`src/rtl/gru_pkg.sv`:
```
// Shared GRU loader definitions: region codes, loader states, per-layer depths.
package gru_pkg;

    localparam logic [1:0] REG_BIAS = 2'd0;
    localparam logic [1:0] REG_IN   = 2'd1;
    localparam logic [1:0] REG_REC  = 2'd2;
    localparam logic [1:0] REG_BAD  = 2'd3;

    typedef enum logic [2:0] {
        ST_IDLE,
        ST_ADDR,
        ST_DATA,
        ST_DRAIN,
        ST_DONE
    } state_t;

    localparam int GRU1_BIAS_DEPTH = 72;
    localparam int GRU1_IN_DEPTH   = 1728;
    localparam int GRU1_REC_DEPTH  = 1728;
    localparam int GRU2_BIAS_DEPTH = 144;
    localparam int GRU2_IN_DEPTH   = 12960;
    localparam int GRU2_REC_DEPTH  = 6912;
    localparam int GRU3_BIAS_DEPTH = 288;
    localparam int GRU3_IN_DEPTH   = 32832;
    localparam int GRU3_REC_DEPTH  = 27648;

endpackage

```
`src/rtl/gru_weight_loader.sv`:
```
// Stream-to-memory writer for one GRU layer's bias / input / recurrent arrays.
// Frame: HDR0 {region,count}, HDR1 {start}, then count payload words.
module gru_weight_loader
    import gru_pkg::*;
#(
    parameter int FLOAT_W    = 32,
    parameter int ADDR_W     = 16,
    parameter int BIAS_DEPTH = GRU3_BIAS_DEPTH,
    parameter int IN_DEPTH   = GRU3_IN_DEPTH,
    parameter int REC_DEPTH  = GRU3_REC_DEPTH
) (
    input  logic               clk,
    input  logic               rst_n,
    input  logic               s_valid,
    output logic               s_ready,
    input  logic [FLOAT_W-1:0] s_data,
    input  logic               err_clr,
    output logic               mem_wr_en,
    output logic [1:0]         mem_wr_sel,
    output logic [ADDR_W-1:0]  mem_wr_addr,
    output logic [FLOAT_W-1:0] mem_wr_data,
    output logic               busy,
    output logic               load_done,
    output logic               load_err
);

    localparam int SUM_W = ADDR_W + 1;

    state_t             state_q;
    state_t             state_d;
    logic               acc;
    logic [1:0]         region_q;
    logic               rsv_bad_q;
    logic [15:0]        count_q;
    logic [15:0]        rem_q;
    logic [ADDR_W-1:0]  addr_q;
    logic [SUM_W-1:0]   end_sum;
    logic [SUM_W-1:0]   depth;
    logic               hdr_bad;
    logic               last;
    logic               err_set;

    assign acc  = s_valid && s_ready;
    assign last = (rem_q == 16'd1);

    // Range check is done one bit wider than the address so it cannot wrap.
    assign end_sum = {1'b0, s_data[ADDR_W-1:0]} + SUM_W'(count_q);

    always_comb begin
        depth = '0;
        unique case (1'b1)
            region_q == REG_BIAS: depth = SUM_W'(BIAS_DEPTH);
            region_q == REG_IN:   depth = SUM_W'(IN_DEPTH);
            region_q == REG_REC:  depth = SUM_W'(REC_DEPTH);
            region_q == REG_BAD:  depth = '0;
        endcase
    end

    assign hdr_bad = (region_q == REG_BAD) || rsv_bad_q ||
                     (count_q == 16'd0) || (end_sum > depth);

    assign err_set = (state_q == ST_ADDR) && acc && hdr_bad;

    always_ff @(posedge clk or negedge rst_n) begin
        if (!rst_n) begin
            state_q <= ST_IDLE;
        end else begin
            state_q <= state_d;
        end
    end

    always_comb begin
        state_d = state_q;
        unique case (state_q)
            ST_IDLE: begin
                if (acc) state_d = ST_ADDR;
            end
            ST_ADDR: begin
                if (acc) begin
                    if (!hdr_bad)
                        state_d = ST_DATA;
                    else if (count_q == 16'd0)
                        state_d = ST_DONE;
                    else
                        state_d = ST_DRAIN;
                end
            end
            ST_DATA, ST_DRAIN: begin
                if (acc && last) state_d = ST_DONE;
            end
            ST_DONE: state_d = ST_IDLE;
            default: state_d = ST_IDLE;
        endcase
    end

    always_comb begin
        s_ready   = (state_q != ST_DONE);
        busy      = (state_q != ST_IDLE);
        load_done = (state_q == ST_DONE);
    end

    always_ff @(posedge clk or negedge rst_n) begin
        if (!rst_n) begin
            region_q  <= '0;
            rsv_bad_q <= 1'b0;
            count_q   <= '0;
            rem_q     <= '0;
            addr_q    <= '0;
        end else if (acc) begin
            unique case (state_q)
                ST_IDLE: begin
                    region_q  <= s_data[31:30];
                    rsv_bad_q <= |s_data[29:16];
                    count_q   <= s_data[15:0];
                end
                ST_ADDR: begin
                    addr_q <= s_data[ADDR_W-1:0];
                    rem_q  <= count_q;
                end
                ST_DATA, ST_DRAIN: begin
                    addr_q <= addr_q + 1'b1;
                    rem_q  <= rem_q - 16'd1;
                end
                default: ;
            endcase
        end
    end

    always_ff @(posedge clk or negedge rst_n) begin
        if (!rst_n) begin
            mem_wr_en   <= 1'b0;
            mem_wr_sel  <= '0;
            mem_wr_addr <= '0;
            mem_wr_data <= '0;
        end else begin
            mem_wr_en <= acc && (state_q == ST_DATA);
            if (acc && (state_q == ST_DATA)) begin
                mem_wr_sel  <= region_q;
                mem_wr_addr <= addr_q;
                mem_wr_data <= s_data;
            end
        end
    end

    // A new error in the same cycle as err_clr keeps the flag set.
    always_ff @(posedge clk or negedge rst_n) begin
        if (!rst_n) begin
            load_err <= 1'b0;
        end else if (err_set) begin
            load_err <= 1'b1;
        end else if (err_clr) begin
            load_err <= 1'b0;
        end
    end

endmodule
```
`config.mk`:
```
export PLATFORM = sky130hd
export DESIGN_NAME = gru_weight_loader
export DESIGN_NICKNAME = d
export VERILOG_FILES = /design/src/rtl/gru_pkg.sv /design/src/rtl/gru_weight_loader.sv
export SDC_FILE = /design/constraint.sdc
export NUM_CORES = 1
export LEC_CHECK = 0
export CAP_MARGIN = 20
export CORE_ASPECT_RATIO = 1.1
export CORE_MARGIN = 1.5
export CORE_UTILIZATION = 55
export CTS_CLUSTER_SIZE = 40
export DETAILED_ROUTE_END_ITERATION = 8
export DONT_BUFFER_PORTS = 1
export PLACE_DENSITY = 0.67
export SYNTH_ARGS = -nofsm -noshare
export SYNTH_HDL_FRONTEND = slang
export SYNTH_SLANG_ARGS = --single-unit
```
`constraint.sdc`:
```
create_clock -name clk -period 4 [get_ports clk]
set_input_delay 0.4 -clock clk [delete_from_list [all_inputs] [get_ports clk]]
set_output_delay 0.4 -clock clk [all_outputs]
set_load 0.01 [all_outputs]
```
==> results_dict.tcl, run 1 <==
# implementation run metrics
set metrics [dict create \
    lay_top_cells "dfrtp_1 (106), mux2_2 (66), nand2_1 (54), a21oi_1 (49), nor2_1 (36)" \
    grt_use_met3_pct 6.81 \
    drt-met1-wl_mm 6.07 \
    compound_area_share_pct 15.8 \
    comb_area_sq_um 3070 \
    hold_violations 31 \
    numPortBuffers 0 \
    vias 4424 \
    synth.most_common_cell "dfrtp_1" \
    fp_util_pct 56.4 \
    postCtsSetupBuffers 0 \
    first_iter_violations 227 \
    required_ps 4230 \
    cts_tree "done" \
    worstMarginPinSlew_ps 967 \
    flop_area_sq_um 2650 \
    fin_area_sq_um 6340 \
    tool_warnings 29 \
    cts_sinks 106 \
    die_area_sq_um 11200 \
    synthFlopType "dfrtp_1" \
    p_leak_nw 2.60 \
    grt_pass1_vias 4449 \
    r2r-end "state_q[0]" \
    status "finished, violations left" \
    synthCells 573 \
    fin_hold_ws_ps -44.1 \
    drtPass1Iterations 4 \
    synthXorXnorAreaFrac_pct 1.50 \
    std_cell_rows 39 \
    top_cell_area_share_pct 45.5 \
    drive_gt1_share_pct 20.2 \
    slew_viol_final 0 \
    ctsResizeCount 0 \
    ys.flops 106 \
    insertion_delay_ps 360 \
    violations "hold timing" \
    dieHeight_microns 111 \
    peakVddDrop_uv 408 \
    arrival_ps 3990 \
    min_period_ps 3760 \
    maxSlewHeadroom_pct 35.5 \
    powerSeq_mw 2.27 \
    comb_share_pct 48.4 \
    endpoint "state_q[0]" \
    rrSetupSlack_ps 240 \
    reg2reg_from "count_q[1]" \
    grt_pass1_wl_mm 22.9 \
]
## run 1: critical path, cell delays in order, from the launching register on
cell,delay (ps)
dfrtp_1,440
ha_1,330
a211oi_2,290
o21ai_2,120
a221o_1,310
a21oi_2,210
o211ai_1,120
a21oi_1,190
xnor2_1,100
ha_1,310
and3_1,180
nand3_1,110
nor3_1,230
o221a_2,220
o21ai_1,70
a311oi_2,290
o21ai_1,110
## run 1: stage by stage
stage | hold slack [ps] | total power [mW] | utilization (%) | TNS (ps)
4_1_cts | 13.5 | 5.87 | 60.9 | 0
3_3_place_gp | 107 | 4.74 | 57.6 | 0
6_report | -44.1 | 5.87 | 61.3 | 0
3_5_place_dp | 107 | 4.86 | 57.6 | 0
2_1_floorplan | 104 | 4.22 | - | 0
5_1_grt | 39.6 | 6.35 | 61.3 | -37.4
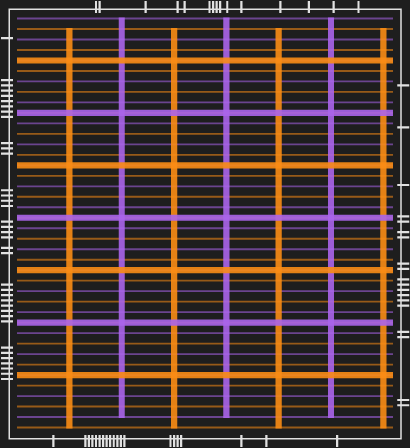
Figure 1: run 1, power grid.
Pins as bars on the die edge.
VDD: shown in purple. VSS: shown in orange.
91 signal pins sit on the boundary. 40 met1 rails follow the rows. The core has 39 rows.

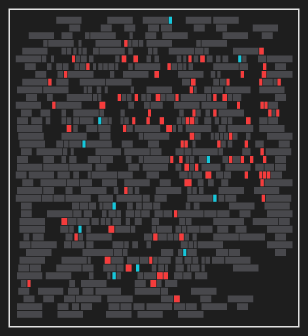
Figure 2: run 1, gate families picked out.
NAND gates: shown in red, cells 83. inverters: shown in cyan, cells 11.

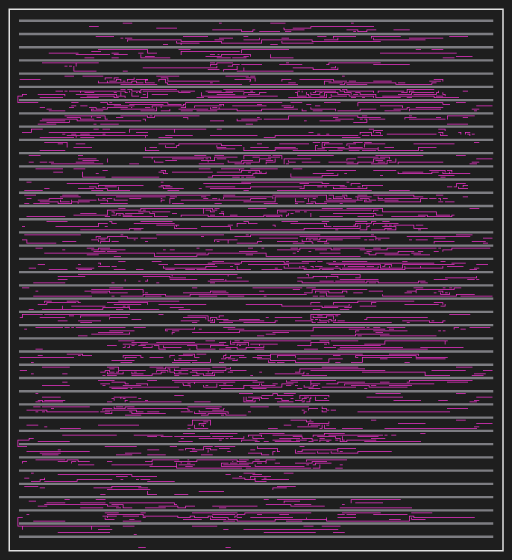
Figure 3: run 1, signal wires on met1.
Supply wires on this layer in gray.
The layer carries 6,070 microns of wire. The longest straight run is 32.7 microns.

==> run 2, diff against run 1 <==
--- a/config.mk
+++ b/config.mk
@@ -5,11 +5,11 @@
 export SDC_FILE = /design/constraint.sdc
 export NUM_CORES = 1
 export LEC_CHECK = 0
-export CAP_MARGIN = 20
+export CAP_MARGIN = 15
 export CORE_ASPECT_RATIO = 1.1
 export CORE_MARGIN = 1.5
 export CORE_UTILIZATION = 55
-export CTS_CLUSTER_SIZE = 40
+export CTS_CLUSTER_DIAMETER = 50
 export DETAILED_ROUTE_END_ITERATION = 8
 export DONT_BUFFER_PORTS = 1
 export PLACE_DENSITY = 0.67
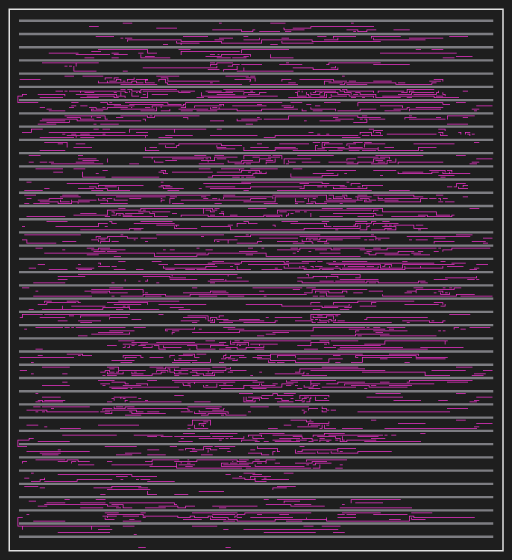
Figure 4: run 2, signal wires on met1.
Supply wires on this layer in gray.
The layer holds 43% of the routed length. The wires run mostly horizontal. 587 nets have wire on it.

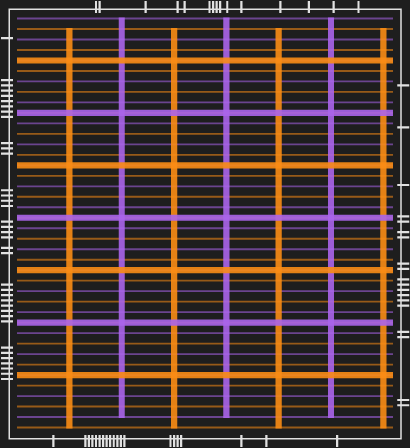
Figure 5: run 2, power grid.
Pins as bars on the die edge.
VDD: shown in purple. VSS: shown in orange.
7 straps on met5. The core has 39 rows. 40 met1 rails follow the rows. 91 signal pins sit on the boundary.

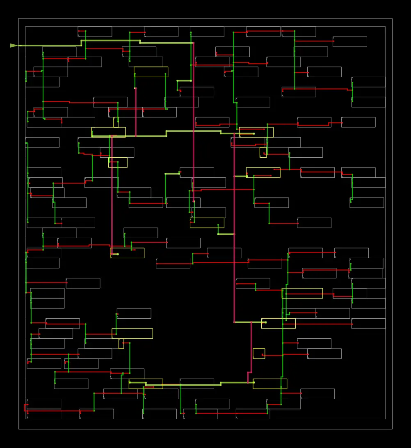
Figure 6: run 2, clock wiring as the flow saved it.
flop count: 106
clock group power: 974 uW
CTS Sinks: 106
Latency at later pin: 360 ps
clk_skew: 10.8 ps

==> results_dict.tcl, run 2 <==
# implementation run metrics
set metrics [dict create \
    status "finished, violations left" \
    violations "hold timing" \
    worstMarginPinSlew_ps 967 \
    arrival_ps 3990 \
    grt_pass1_wl_mm 22.9 \
    comb_share_pct 48.4 \
    maxSlewHeadroom_pct 35.5 \
    flop_area_sq_um 2650 \
    cts_tree "done" \
    min_period_ps 3760 \
    dieHeight_microns 111 \
    slowest_delay_ps 440 \
    lay_top_cells "dfrtp_1 (106), mux2_2 (66), nand2_1 (54), a21oi_1 (49), nor2_1 (36)" \
    fin_hold_ws_ps -44.1 \
    first_iter_violations 227 \
    synthXorXnorAreaFrac_pct 1.50 \
    grt_use_met3_pct 6.81 \
    numPortBuffers 0 \
    ys.flops 106 \
    p_leak_nw 2.60 \
    synthFlopType "dfrtp_1" \
    slowest_stage "dfrtp_1" \
    powerSeq_mw 2.27 \
    required_ps 4230 \
    hold_violations 31 \
    vias 4424 \
]
run 2: cell counts after synthesis:
Identical to the previous run, type by type.
run 2: path summary, 6_finish.rpt:
path                              end  slack [ps]        from  cells after the start
min in group clk             load_err         150     err_clr                      1
min                         rem_q[14]         -40       rst_n                      1
max                        state_q[0]         240  count_q[1]                     16
max in group asynchronous  state_q[0]        3580       rst_n                      1
max reg2reg                state_q[0]         240  count_q[1]                     16
min reg2reg                 rem_q[15]         500   rem_q[15]                      2
run 2: cells by family (layout without fill, tap and decap cells):
group                      Yosys count  after routing
AOI/OAI and AO/OA                  148            148
xor gates and xnor gates            10             10
adders and majority gates           28             28
buffers and inverters               38             35
DFF                                106            106
muxes                               73             73
and+or+nand+nor                    170            170
No activity file was given, so power comes from the tool's default toggle rates.
